==> config.mk <==
export PLATFORM = sky130hd
export DESIGN_NAME = regfile_sb
export DESIGN_NICKNAME = d
export VERILOG_FILES = /design/src/rtl/regfile_sb.sv
export SDC_FILE = /design/constraint.sdc
export NUM_CORES = 1
export LEC_CHECK = 0
export CAP_MARGIN = 10
export CORE_UTILIZATION = 60
export DETAILED_ROUTE_END_ITERATION = 10
export PLACE_DENSITY = 0.83
export SETUP_SLACK_MARGIN = 0.5
export SLEW_MARGIN = 20
export SYNTH_ARGS = -nofsm -noshare
export SYNTH_HDL_FRONTEND = slang
export SYNTH_SLANG_ARGS = --single-unit
==> constraint.sdc <==
create_clock -name clk -period 6.3 [get_ports clk]
set_input_delay 0.63 -clock clk [delete_from_list [all_inputs] [get_ports clk]]
set_output_delay 0.63 -clock clk [all_outputs]
set_load 0.03 [all_outputs]
### Where the registers sit, run 1

Other cells in gray.
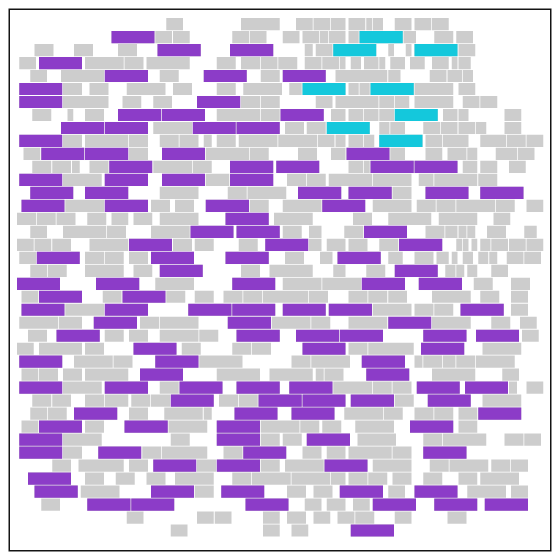
legend:
  purple:
    signal: regs_q
    placed_flops: 128
    where: widely spread
  cyan:
    signal: busy_q
    placed_flops: 8
register area: 3400 um2
Seq group: 0.00122 W
flop share of the area: 38.8%
final core occ: 73.1%

### Wires at chosen ports, followed through buffers, run 1

Scale bar: 20 um.
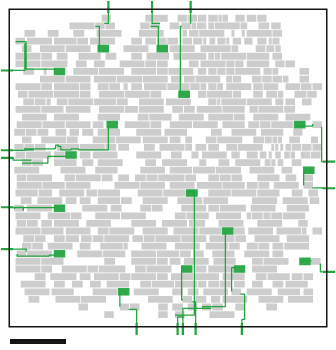
legend:
  green:
    port: OutA
    bits: 16
    direction: output
    edge: 5 bottom, 5 left, 3 top, 3 right
    end_cells: 16
    buffers: 16
    wire: 428 um
port buffer count: 72
# IOs: 73

### Routed metal, one color a layer, run 1

Two of the layers only.
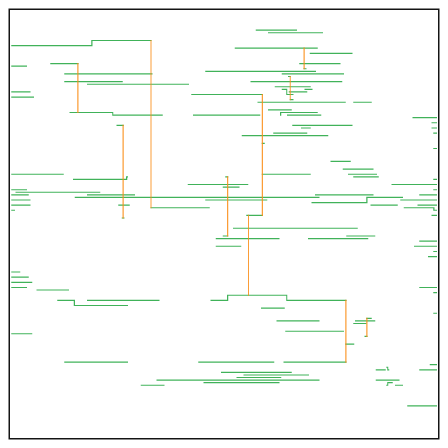
legend:
  green:
    layer: met3
    wire_length: 1,230 um
  orange:
    layer: met4
    wire_length: 183 um
via count: 4,750
Tot GR Track Use: 29.3%
Total Routed Length: 17.2 mm
drt wl/cell: 24.8 um

### Signal wires on met2, run 1

Scale bar: 20 um.
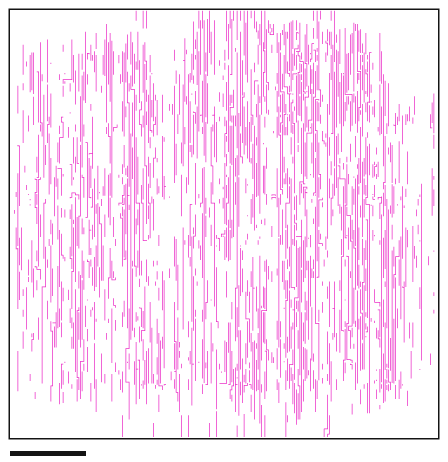
main direction: vertical
share of all routed wire: 50%
longest straight run: 56.9 um
met2 GRT Util: 47.1%

==> flow_metrics.tcl, run 1 <==
# place-and-route summary
set metrics [dict create \
    status "finished clean" \
    nWellTaps 147 \
    worst_pin_slew_ns 1.12 \
    p_seq_share_pct 40.0 \
    antenna_found_initial 0 \
    hp-class "reg -> reg" \
    post_cts_resized 0 \
    n_all_inverters 1 \
    comb_cells 296 \
    finalMaxSlewViolations 0 \
    cts_hold_buffers 0 \
    drv_cap 0 \
    worst_path_max_delay_cell "mux4_4" \
    logic_area_um2 3850 \
    clk_latency_ns 0.41 \
    power_w 0.00306 \
    layout_min_cycle_time_ns 4.34 \
    ctsHtreeMaxLevel 4 \
    max-slew-margin-rel_pct 23.3 \
    grt_pass1_wl_mm 27.7 \
    dr.pass1.iters 5 \
    fp.coreArea_um2 12000 \
    ff_type "dfrtp_1" \
    worstPathMaxFanout 26 \
    ant_nets 0 \
    cp_slowest_stage_delay_ns 0.71 \
    synth_cells 466 \
    cp_top_family "multiplexers" \
    avgViaCountPerCell 6.86 \
    yosys_area_um2 7410 \
    ir_drop_v 0.000258 \
    hold_viol 0 \
    clock-sinks 136 \
    die.size.y_um 113 \
    start_kind "input pin" \
    yosysTopAreaCell "dfrtp_1" \
    p_comb_share_pct 29.1 \
    cts_buffers 17 \
    cp_num_buf_inv 2 \
    finalSetupViolations 0 \
    dp_hpwl_mm 10.4 \
    largest_reg_flops 128 \
    worstSetupEndpointType "output port" \
    yosysMostFrequentCell "mux2_2" \
    yosys-stat-cells 466 \
    detailedPlace.worstSlack_ns 1.99 \
    cp_cell_sequence "clkdlybuf4s50_1 > nand4bb_1 > mux2_4 > mux4_4 > mux2_2 > clkdlybuf4s50_1" \
    root_buffer "clkbuf_16" \
    diodes 0 \
    top_cell_area_share_pct 45.9 \
    r2r_cells 4 \
    sh_comb_area_pct 43.8 \
    crit_arrival_ns 3.71 \
    path_depth 6 \
    synthToLayoutAreaGrowth_pct 18.5 \
    switching_share_pct 29.3 \
    synth_nets 506 \
    syn_avg_cell_area_um2 15.9 \
    path_class "in -> out" \
    die_width_um 113 \
    cts.reportedPaths.clkPinSlew_ns 0.06 \
    place_inst 660 \
    tritoncts "done" \
    clockBufferDepth 2 \
    clkPwrFrac_pct 30.9 \
    drive_gt1_share_pct 49.2 \
    drc 0 \
    cp.required_ns 5.67 \
    synth_cell_type_count 32 \
    clock.fmax_mhz 230 \
    intPower_w 0.00216 \
    rsz0062_at_grt "no" \
    area_share_nonclk_buffers_pct 8.78 \
    final_cells 692 \
    fp-utilization_pct 61.7 \
    chipArea_um2 12800 \
    fin_ws_ns 1.96 \
    edf_count 0 \
    routabilityCongestion 0.817 \
    power_leakage_nw 3.58 \
    cts_setup_buffers 0 \
    drtIter0Drc 487 \
    grt_overflow 0 \
    flop-count 136 \
    final-clk-cell-share_pct 6.47 \
    rrSetupSlack_ns 4.27 \
    grt_max_degree 75 \
    synth_seq_share_pct 45.9 \
    yosys-top-cells-count "161 x mux2_2, 136 x dfrtp_1, 59 x mux4_2, 21 x clkbuf_1, 10 x mux2i_1" \
    n_all_buffers 80 \
    ys_warn_count 0 \
    p_sw_w 0.000896 \
    fin_setup_tns_ns 0 \
    power.density_nw_per_um2 348 \
    crit_top_cell "clkdlybuf4s50_1" \
    fin_worst_skew_ns 0.00258 \
    hold_path_depth 1 \
    ys.flops 136 \
    placementRows 40 \
    nets 572 \
]
## run 1: routing by layer
layer  wire, um  vias up  track usage, %
li1           -     2001               -
met1       7170     2516            40.8
met2       8580      210            47.1
met3       1230       23            7.61
met4        182        0            6.58
met5          0        -               0
## run 1: stage by stage
step	instance area, um2	hold WS (ns)
3_5_place_dp	8210	0.513
3_3_place_gp	8210	0.499
4_1_cts	8780	0.526
2_1_floorplan	7410	0.488
5_1_grt	8780	0.537
6_report	8780	0.523
## run 1: placed cells by master (no fill, tap or decap), types with 6 or more instances in the layout
cell	n
nand2b_1	6
mux2i_1	10
buf_4	8
nand2_1	8
clkdlybuf4s50_1	70
mux2_2	161
dfrtp_1	136
clkbuf_16	17
a32oi_1	8
o41ai_1	6
mux4_2	59
## run 1: worst reg2reg max path: cells and delay by family, from the launching register on
| family | cells | cell delay (ns) |
|---|---|---|
| AND-OR/OR-AND | 2 | 0.86 |
| multiplexers | 2 | 0.60 |
| flip-flops | 1 | 0.43 |
## run 1: cell families after synthesis
logic type	after synthesis	synth area share, %
mux	240	46.8
flops	136	45.9
simple gates	35	2.67
buf+inv	34	2.13
compound gates	21	2.48
## run 1: power groups by stage
| stage | logic, W | registers (W) | clock network, W |
|---|---|---|---|
| 5_1_grt | 0.000943 | 0.00124 | 0.00100 |
| 4_1_cts | 0.000896 | 0.00122 | 0.000957 |
| 2_1_floorplan | 0.000654 | 0.00117 | 0 |
| 6_report | 0.000890 | 0.00122 | 0.000943 |
| 3_3_place_gp | 0.000864 | 0.00121 | 0 |
| 3_5_place_dp | 0.000887 | 0.00123 | 0 |
### Cell outlines without signal wires, run 1

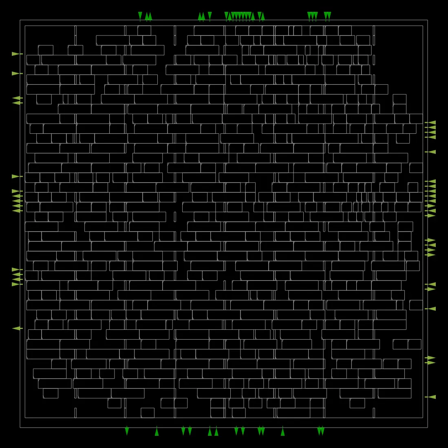

==> run 2, diff against run 1 <==
- CORE_UTILIZATION: 60 -> 52
- PLACE_DENSITY: 0.83 -> 0.77
- clock period: 6.3 -> 3.6 ns (I/O delays scaled with it)
### Cell outlines without signal wires, run 2

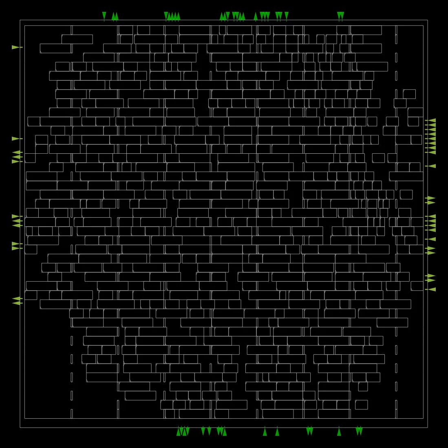
final core occ: 65.9%
flip-flops: 136

### Signal wires on met2, run 2

Scale bar: 20 um.
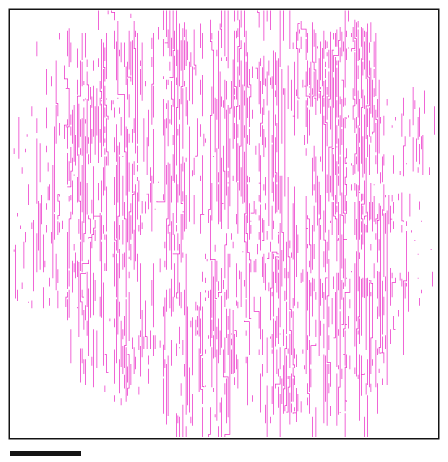
main direction: vertical
share of all routed wire: 50%
longest straight run: 50.3 um
wire length on this layer: 9,040 um
via count: 4,789
Total Routed Length: 18.0 mm

==> run 2 against run 1 <==
Clock skew rose by 0.00098 ns; combinational power increased by 78%; setup slack got worse by 1.3 ns; first-iteration DRC count shrank 28%; synthesized cell count stayed put; sequential power up 75%; power up 82%; highest routed layer unchanged.
==> flow_metrics.tcl, run 2 <==
# place-and-route summary
set metrics [dict create \
    dr.pass1.iters 4 \
    syn_area_um2 7410 \
    yosys_area_um2 7410 \
    hold_viol 0 \
    crit_arrival_ns 2.59 \
    clockBufferDepth 2 \
    ys.flops 136 \
    edf_count 0 \
    tritoncts "done" \
    top_layer_used "met4" \
    start_kind "input pin" \
    status "finished clean" \
    use_met3_pct 6.16 \
    worst_pin_slew_ns 1.03 \
    dp_hpwl_mm 11.1 \
    drive_gt1_share_pct 54.3 \
    cts_hold_buffers 0 \
    worstSetupEndpointType "output port" \
    fp-utilization_pct 53.4 \
    die_width_um 121 \
    clock.fmax_mhz 339 \
    ys_warn_count 0 \
    avgViaCountPerCell 6.36 \
    path_class "in -> out" \
    drtIter0Drc 349 \
    root_buffer "clkbuf_16" \
    port_buffers 72 \
    cp.required_ns 3.24 \
    worst_path_max_delay_cell "clkdlybuf4s50_1" \
    finalInstanceArea_um2 9150 \
    fin_setup_tns_ns 0 \
    wl_per_cell_um 23.9 \
    layout_min_cycle_time_ns 2.95 \
    yosysTopAreaCell "dfrtp_1" \
    wl_met3_mm 1.08 \
    hold_path_depth 1 \
    clock-sinks 136 \
    fp.coreArea_um2 13900 \
    worstPathMaxFanout 8 \
    syn_avg_cell_area_um2 15.9 \
    io_pins 73 \
    fin_ws_ns 0.654 \
    place_inst 715 \
    cts.reportedPaths.clkPinSlew_ns 0.06 \
    ir_drop_v 0.000342 \
    rrSetupSlack_ns 1.63 \
    clk_latency_ns 0.42 \
    detailedPlace.worstSlack_ns 0.0634 \
    grt_max_degree 137 \
    lay_top_cells "159 x mux2_2, 136 x dfrtp_1, 60 x mux4_2, 49 x clkdlybuf4s50_1, 34 x buf_4" \
    ctsHtreeMaxLevel 4 \
    cts_buffers 17 \
    synth_seq_share_pct 45.9 \
    hp-class "reg -> reg" \
    cp_slowest_stage_delay_ns 0.56 \
    die.size.y_um 121 \
    rsz0062_at_grt "no" \
    cp_top_family "buffers and inverters" \
    gr-usage-met1_pct 34.9 \
    grt_util_all_layers_pct 26.8 \
    grt_overflow 0 \
    yosys-top-cells-count "161 x mux2_2, 136 x dfrtp_1, 59 x mux4_2, 21 x clkbuf_1, 10 x mux2i_1" \
    warnings 29 \
    grt_pass1_vias 5169 \
    diodes 0 \
    ff_type "dfrtp_1" \
    power.density_nw_per_um2 606 \
    synth_cells 466 \
    cp_cell_sequence "clkdlybuf4s50_1 > mux2_4 > buf_4 > mux4_2 > mux2_2 > dlygate4sd2_1" \
    met2_length_mm 9.04 \
    largest_reg_flops 128 \
    dpl_cell_area_um2 8460 \
    ant_nets 0 \
    top_cell_area_share_pct 45.9 \
    fillers 936 \
    topCellsByArea "dfrtp_1 46%, mux2_2 24%, mux4_2 18%" \
    finalMaxSlewViolations 0 \
    drv_cap 0 \
    synthToLayoutAreaGrowth_pct 23.6 \
    path_depth 6 \
    placementRows 43 \
    nets 600 \
    fin_worst_skew_ns 0.00356 \
    synth_nets 506 \
    busiest_layer "met2" \
    grt_pass1_wl_mm 28.8 \
    chipArea_um2 14700 \
    max-slew-margin-rel_pct 31.0 \
    r2r_cells 5 \
    power_leakage_nw 3.79 \
    routabilityCongestion 0.815 \
    yosysMostFrequentCell "mux2_2" \
    final_cells 753 \
    finalSetupViolations 0 \
    wl_met1_mm 7.57 \
    antenna_found_initial 0 \
    finalClockPeriodUsage_pct 81.8 \
    synth_cell_type_count 32 \
    final_common_cell "mux2_2" \
    async_flop_share_pct 100 \
    yosys-stat-cells 466 \
    cp_num_buf_inv 3 \
    use_met2_pct 43.3 \
    drc 0 \
]
run 2: cell counts after synthesis:
Identical to the previous run, type by type.
run 2: cells by family after synthesis:
group | share of synthesized area [%]
muxes | 46.8
and+or+nand+nor | 2.67
AOI/OAI and AO/OA | 2.48
DFF | 45.9
buffers and inverters | 2.13
run 2: what timing repair did:
action	in CTS	in global routing
gates resized	45	1
endpoints found under the setup margin	14	9
buffers inserted	6	0
pin swaps	1	1
run 2: worst register-to-register path, cell delays in order, from the launching register on:
cell      delay [ns]
dfrtp_1         0.43
mux4_2          0.47
mux2i_1         0.16
o311ai_1        0.13
buf_4           0.19
o41ai_1         0.45
run 2: report_power, final:
| part | internal (W) | switching (W) | total (W) |
|---|---|---|---|
| combinational | 0.000911 | 0.000673 | 0.00158 |
| clock | 0.00117 | 0.000658 | 0.00182 |
| sequential | 0.00188 | 0.000267 | 0.00214 |
| total | 0.00395 | 0.00160 | 0.00555 |
run 2: final cells by class:
type / instances / area [um2] / share of cell area (%)
Sequential cell: 136 / 3400 / 37.2
Tap cell: 180 / 225 / 2.46
Inverter: 1 / 7.51 / 0.0820
Clock buffer: 22 / 484 / 5.29
Timing Repair Buffer: 108 / 1030 / 11.2
Clock inverter: 10 / 140 / 1.53
Multi-Input combinational cell: 296 / 3870 / 42.2
run 2: through the flow:
| stage | total power, W | hold WS [ns] | utilization [%] |
|---|---|---|---|
| floorplan | 0.00320 | 0.488 | - |
| global placement | 0.00367 | 0.499 | 60.9 |
| detailed placement | 0.00375 | 0.511 | 60.9 |
| CTS | 0.00558 | 0.524 | 65.9 |
| global route | 0.00577 | 0.539 | 65.9 |
| finish | 0.00555 | 0.526 | 65.9 |
No activity file was given, so power comes from the tool's default toggle rates.
